### Close-up of the layout

Region (91, 207) to (131, 247) microns. Cells in grey, sequential cells in the stronger grey; small squares are vias.
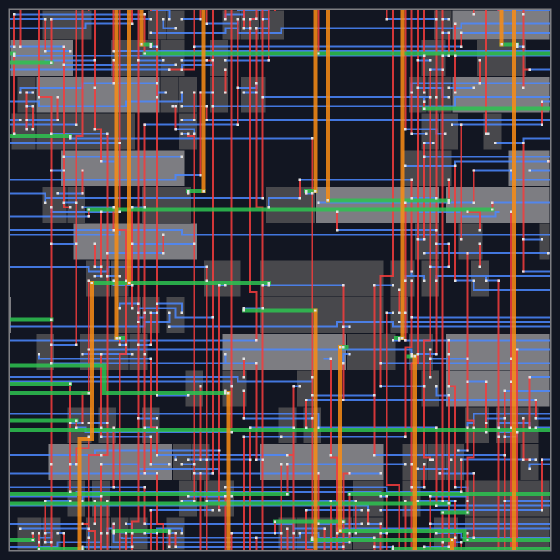
### Logic cells by family

Scale: 1.5 px per micron.
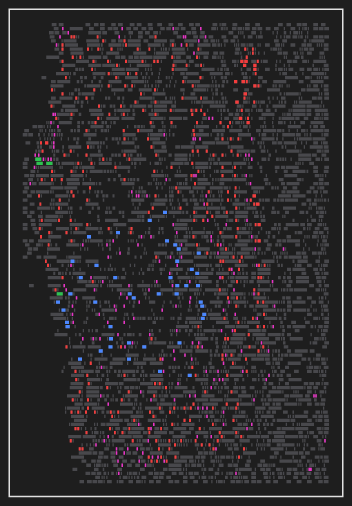
### Routing congestion map

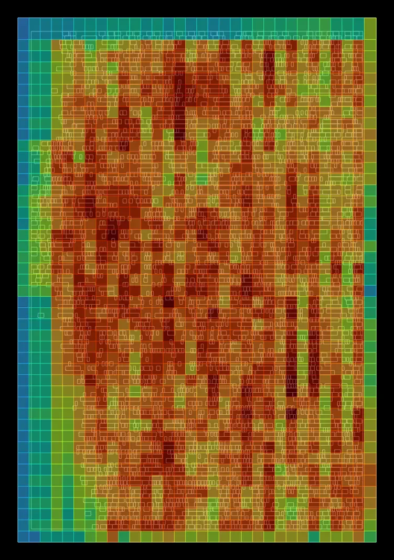
==> config.mk <==
export PLATFORM = sky130hd
export DESIGN_NAME = hc_csr_bank
export DESIGN_NICKNAME = d
export VERILOG_FILES = /design/src/rtl/hc_csr_pkg.sv /design/src/rtl/hc_ctl_fsm.sv /design/src/rtl/hc_csr_bank.sv
export SDC_FILE = /design/constraint.sdc
export NUM_CORES = 1
export LEC_CHECK = 0
export ABC_AREA = 1
export CAP_MARGIN = 5
export CORE_ASPECT_RATIO = 1.5
export CORE_MARGIN = 8
export CORE_UTILIZATION = 35
export CTS_CLUSTER_DIAMETER = 80
export CTS_CLUSTER_SIZE = 40
export DETAILED_ROUTE_END_ITERATION = 10
export GPL_TIMING_DRIVEN = 0
export PLACE_DENSITY_LB_ADDON = 0.25
export SYNTH_ARGS = -nofsm -noshare
export SYNTH_HDL_FRONTEND = slang
export SYNTH_SLANG_ARGS = --single-unit
export TNS_END_PERCENT = 10
==> constraint.sdc <==
create_clock -name clk -period 13.75 [get_ports clk]
set_input_delay 2.75 -clock clk [delete_from_list [all_inputs] [get_ports clk]]
set_output_delay 2.75 -clock clk [all_outputs]
set_load 0.05 [all_outputs]
==> src/rtl/hc_csr_pkg.sv <==
// Shared constants and types for the HardCloud CSR bank:
// CSR byte offsets, CTL command codes, run-control states and DFH layout.
package hc_csr_pkg;

    localparam logic [15:0] CSR_DFH    = 16'h000;
    localparam logic [15:0] CSR_AFU_LO = 16'h008;
    localparam logic [15:0] CSR_AFU_HI = 16'h010;
    localparam logic [15:0] CSR_DSM    = 16'h110;
    localparam logic [15:0] CSR_SRC    = 16'h120;
    localparam logic [15:0] CSR_DST    = 16'h128;
    localparam logic [15:0] CSR_NUM    = 16'h130;
    localparam logic [15:0] CSR_CTL    = 16'h138;
    localparam logic [15:0] CSR_CNT    = 16'h140;
    localparam logic [15:0] CSR_STATE  = 16'h148;

    localparam logic [31:0] CTL_RESET = 32'd0;
    localparam logic [31:0] CTL_IDLE  = 32'd1;
    localparam logic [31:0] CTL_START = 32'd3;
    localparam logic [31:0] CTL_STOP  = 32'd7;

    localparam logic [3:0] DFH_TYPE_AFU = 4'h1;

    typedef enum logic [1:0] {
        ST_IN_RESET = 2'd0,
        ST_IDLE     = 2'd1,
        ST_RUN      = 2'd2,
        ST_DONE     = 2'd3
    } t_ctl_state;

    // 64-bit word index of a byte offset
    function automatic logic [14:0] csr_w(input logic [15:0] off);
        return 15'(off >> 3);
    endfunction

    function automatic logic [63:0] dfh_word(input logic [23:0] nxt, input logic eol);
        return {DFH_TYPE_AFU, 19'b0, eol, nxt, 16'b0};
    endfunction

endpackage

==> src/rtl/hc_ctl_fsm.sv <==
// Run-control FSM for the AFU: decodes CTL commands and datapath
// completion into state, start/stop pulses and the RUN cycle counter.
module hc_ctl_fsm
    import hc_csr_pkg::*;
(
    input  logic        clk,
    input  logic        reset,
    input  logic        ctl_we,
    input  logic [31:0] ctl_val,
    input  logic        done_i,
    output t_ctl_state  state,
    output logic        start_pulse,
    output logic        stop_pulse,
    output logic [63:0] cycle_cnt
);

    t_ctl_state  state_q, state_d;
    logic        start_q, start_d;
    logic        stop_q, stop_d;
    logic [63:0] cnt_q, cnt_d;

    always_comb begin
        state_d = state_q;
        start_d = 1'b0;
        stop_d  = 1'b0;
        cnt_d   = cnt_q;
        if (state_q == ST_RUN) cnt_d = cnt_q + 64'd1;
        if (ctl_we && ctl_val == CTL_RESET) begin
            state_d = ST_IN_RESET;
        end else begin
            unique case (state_q)
                ST_IN_RESET, ST_DONE: begin
                    if (ctl_we && ctl_val == CTL_IDLE) state_d = ST_IDLE;
                end
                ST_IDLE: begin
                    if (ctl_we && ctl_val == CTL_START) begin
                        state_d = ST_RUN;
                        start_d = 1'b1;
                        cnt_d   = '0;
                    end
                end
                ST_RUN: begin
                    // completion wins over a simultaneous host stop
                    if (done_i) begin
                        state_d = ST_DONE;
                    end else if (ctl_we && ctl_val == CTL_STOP) begin
                        state_d = ST_DONE;
                        stop_d  = 1'b1;
                    end
                end
                default: state_d = state_q;
            endcase
        end
    end

    always_ff @(posedge clk or posedge reset) begin
        if (reset) begin
            state_q <= ST_IN_RESET;
            start_q <= 1'b0;
            stop_q  <= 1'b0;
            cnt_q   <= '0;
        end else begin
            state_q <= state_d;
            start_q <= start_d;
            stop_q  <= stop_d;
            cnt_q   <= cnt_d;
        end
    end

    assign state       = state_q;
    assign start_pulse = start_q;
    assign stop_pulse  = stop_q;
    assign cycle_cnt   = cnt_q;

endmodule

==> src/rtl/hc_csr_bank.sv <==
// MMIO CSR bank for HardCloud AFUs: DFH/AFU-ID reads, host-written
// job registers, run-control, and read-only user status words.
module hc_csr_bank
    import hc_csr_pkg::*;
#(
    parameter logic [127:0] AFU_ID        = '0,
    parameter logic [23:0]  DFH_NEXT      = '0,
    parameter logic         DFH_EOL       = 1'b1,
    parameter int           NUM_USER_CSRS = 4,
    parameter logic [15:0]  USER_BASE     = 16'h180
) (
    input  logic                       clk,
    input  logic                       reset,
    input  logic                       mmio_rd_valid,
    input  logic                       mmio_wr_valid,
    input  logic [15:0]                mmio_addr,
    input  logic [1:0]                 mmio_len,
    input  logic [8:0]                 mmio_tid,
    input  logic [63:0]                mmio_wr_data,
    output logic                       rd_rsp_valid,
    output logic [8:0]                 rd_rsp_tid,
    output logic [63:0]                rd_rsp_data,
    output logic [63:0]                dsm_base,
    output logic [63:0]                src_addr,
    output logic [63:0]                dst_addr,
    output logic [31:0]                num_lines,
    output logic                       afu_rst,
    output logic                       start_pulse,
    output logic                       stop_pulse,
    output logic                       running,
    input  logic                       done_i,
    input  logic [64*NUM_USER_CSRS-1:0] status_i
);

    logic [63:0] dsm_q, dsm_d, src_q, src_d, dst_q, dst_d;
    logic [31:0] num_q, num_d, ctl_q, ctl_d;
    logic        rd_valid_q, rd_valid_d;
    logic [8:0]  rd_tid_q, rd_tid_d;
    logic [63:0] rd_data_q, rd_data_d;
    logic        ctl_we;
    t_ctl_state  state;
    logic [63:0] cycle_cnt;
    logic [63:0] rd_word;
    logic [63:0] user_w [16];
    logic [14:0] widx, user_rel;
    logic        len64, lo_ok, user_hit;

    assign widx     = mmio_addr[15:1];
    assign len64    = (mmio_len == 2'd1);
    assign lo_ok    = len64 || !mmio_addr[0];
    assign user_rel = widx - csr_w(USER_BASE);
    assign user_hit = (widx >= csr_w(USER_BASE)) && (user_rel[14:4] == '0);

    for (genvar g = 0; g < 16; g++) begin : g_user
        if (g < NUM_USER_CSRS) begin : g_on
            assign user_w[g] = status_i[64*g +: 64];
        end else begin : g_off
            assign user_w[g] = '0;
        end
    end

    // 32-bit writes replace only the half picked by the dword address
    function automatic logic [63:0] merge(input logic [63:0] old,
                                          input logic [63:0] wd,
                                          input logic full,
                                          input logic hi);
        if (full) return wd;
        if (hi) return {wd[31:0], old[31:0]};
        return {old[63:32], wd[31:0]};
    endfunction

    always_comb begin
        dsm_d  = dsm_q;
        src_d  = src_q;
        dst_d  = dst_q;
        num_d  = num_q;
        ctl_d  = ctl_q;
        ctl_we = 1'b0;
        if (mmio_wr_valid) begin
            unique case (1'b1)
                widx == csr_w(CSR_DSM):
                    if (!running) dsm_d = merge(dsm_q, mmio_wr_data, len64, mmio_addr[0]);
                widx == csr_w(CSR_SRC):
                    if (!running) src_d = merge(src_q, mmio_wr_data, len64, mmio_addr[0]);
                widx == csr_w(CSR_DST):
                    if (!running) dst_d = merge(dst_q, mmio_wr_data, len64, mmio_addr[0]);
                widx == csr_w(CSR_NUM):
                    if (!running && lo_ok) num_d = mmio_wr_data[31:0];
                widx == csr_w(CSR_CTL):
                    if (lo_ok) begin
                        ctl_d  = mmio_wr_data[31:0];
                        ctl_we = 1'b1;
                    end
                default: ctl_we = 1'b0;
            endcase
        end
    end

    always_comb begin
        rd_word = '0;
        unique case (1'b1)
            widx == csr_w(CSR_DFH):    rd_word = dfh_word(DFH_NEXT, DFH_EOL);
            widx == csr_w(CSR_AFU_LO): rd_word = AFU_ID[63:0];
            widx == csr_w(CSR_AFU_HI): rd_word = AFU_ID[127:64];
            widx == csr_w(CSR_DSM):    rd_word = dsm_q;
            widx == csr_w(CSR_SRC):    rd_word = src_q;
            widx == csr_w(CSR_DST):    rd_word = dst_q;
            widx == csr_w(CSR_NUM):    rd_word = {32'b0, num_q};
            widx == csr_w(CSR_CTL):    rd_word = {32'b0, ctl_q};
            widx == csr_w(CSR_CNT):    rd_word = cycle_cnt;
            widx == csr_w(CSR_STATE):  rd_word = {62'b0, state};
            user_hit:                  rd_word = user_w[user_rel[3:0]];
            default:                   rd_word = '0;
        endcase
    end

    always_comb begin
        rd_valid_d = mmio_rd_valid;
        rd_tid_d   = mmio_rd_valid ? mmio_tid : rd_tid_q;
        rd_data_d  = rd_data_q;
        if (mmio_rd_valid) begin
            if (len64) rd_data_d = rd_word;
            else if (mmio_addr[0]) rd_data_d = {32'b0, rd_word[63:32]};
            else rd_data_d = {32'b0, rd_word[31:0]};
        end
    end

    always_ff @(posedge clk or posedge reset) begin
        if (reset) begin
            dsm_q      <= '0;
            src_q      <= '0;
            dst_q      <= '0;
            num_q      <= '0;
            ctl_q      <= '0;
            rd_valid_q <= 1'b0;
            rd_tid_q   <= '0;
            rd_data_q  <= '0;
        end else begin
            dsm_q      <= dsm_d;
            src_q      <= src_d;
            dst_q      <= dst_d;
            num_q      <= num_d;
            ctl_q      <= ctl_d;
            rd_valid_q <= rd_valid_d;
            rd_tid_q   <= rd_tid_d;
            rd_data_q  <= rd_data_d;
        end
    end

    hc_ctl_fsm u_fsm (
        .clk        (clk),
        .reset      (reset),
        .ctl_we     (ctl_we),
        .ctl_val    (mmio_wr_data[31:0]),
        .done_i     (done_i),
        .state      (state),
        .start_pulse(start_pulse),
        .stop_pulse (stop_pulse),
        .cycle_cnt  (cycle_cnt)
    );

    assign afu_rst      = (state == ST_IN_RESET);
    assign running      = (state == ST_RUN);
    assign rd_rsp_valid = rd_valid_q;
    assign rd_rsp_tid   = rd_tid_q;
    assign rd_rsp_data  = rd_data_q;
    assign dsm_base     = dsm_q;
    assign src_addr     = src_q;
    assign dst_addr     = dst_q;
    assign num_lines    = num_q;

endmodule

==> out/metrics.yaml <==
timing:
  tns_ps: 0
  report.final.slew_viol_count: 0
  tightest_slew_ps: 1410
  finalClockSkew_ps: 56.0
cells_and_area:
  largest_class: "multi-input combinational cells"
  seq_cells: 398
  mi_logic_area_sq_um: 10600
  clock_area_frac: 0.0263
  nNonClkBuffers: 857
  lay_top_count: "nand2_1"
  layout-drive-gt1-share: 0.0405
  n_all_inverters: 198
routing:
  top_layer_used: "met5"
  vias: 26200
  drcViolationCount: 0
  wl_met3_microns: 12500
  wl_met1_microns: 49700
  wire_per_inst_microns: 30.3
power:
  power_leader: "sequential cells"
  total_power_w: 0.00291
  internal-power_w: 0.00180
  p_clk_frac: 0.290
  power.density_nw_per_um2: 94.6
  p_seq_w: 0.00133
clock_network:
  cts_setup_buffers: 0
  cts_tree: "built"
global_route:
  grt_max_degree: 43
logic_synthesis:
  yosys_warnings: 0
  synth_top_cell_by_count: "nand2_1"
  ys_sh_adder: 0.00226
floorplan:
  fp-row-count: 113
  tapCellCount: 805
min_path:
  hold_class: "reg2reg"
outcome:
  status: "completed"
place:
  io_buffers: 653
-- 'Close-up of the layout' (at the start) --
met1 -> blue
met2 -> red
met3 -> green
met4 -> orange
netlist names of flops here include = dsm_base (6), dst_addr (3), num_lines (2)
sequential cells in the window = 13
most frequent = nand2_1 (26), dfrtp_1 (13)
cells with their middle in the window = 99

-- 'Logic cells by family' (at the start) --
XOR/XNOR gates -> blue  # cells 44
inverters -> magenta  # cells 198
inverting AOI/OAI gates -> red  # cells 348
adder and majority cells -> green  # cells 4

-- 'Routing congestion map' (at the start) --
met2 Usage GRT: 0.633
Final Util: 0.488
M3 GR Usage: 0.0783
gr busiest metal: met2

[kinds of logic (layout without fill, tap and decap cells)]
kind of cell / after synthesis / after routing
adder cells (fa/ha/maj): 4 / 4
AND/OR/NAND/NOR: 1834 / 1834
buffers and inverters: 391 / 1090
flip-flops: 398 / 398
XOR/XNOR: 44 / 44
AND-OR/OR-AND: 381 / 381
other: 0 / 9
[worst max-delay path by stage]
stage                     cells past startpoint         endpoint  slack, ps         start
after floorplan                               1         ctl_q[0]       5640         reset
after global placement                        2     num_lines[6]       2670         reset
after detailed placement                     10  rd_rsp_data[21]       7250  mmio_addr[1]
after CTS                                    10  rd_rsp_data[21]       7850  mmio_addr[1]
after global routing                         10  rd_rsp_data[21]       7730  mmio_addr[1]
final                                        10  rd_rsp_data[21]       7710  mmio_addr[1]
Power is estimated from default activity; no workload was simulated.
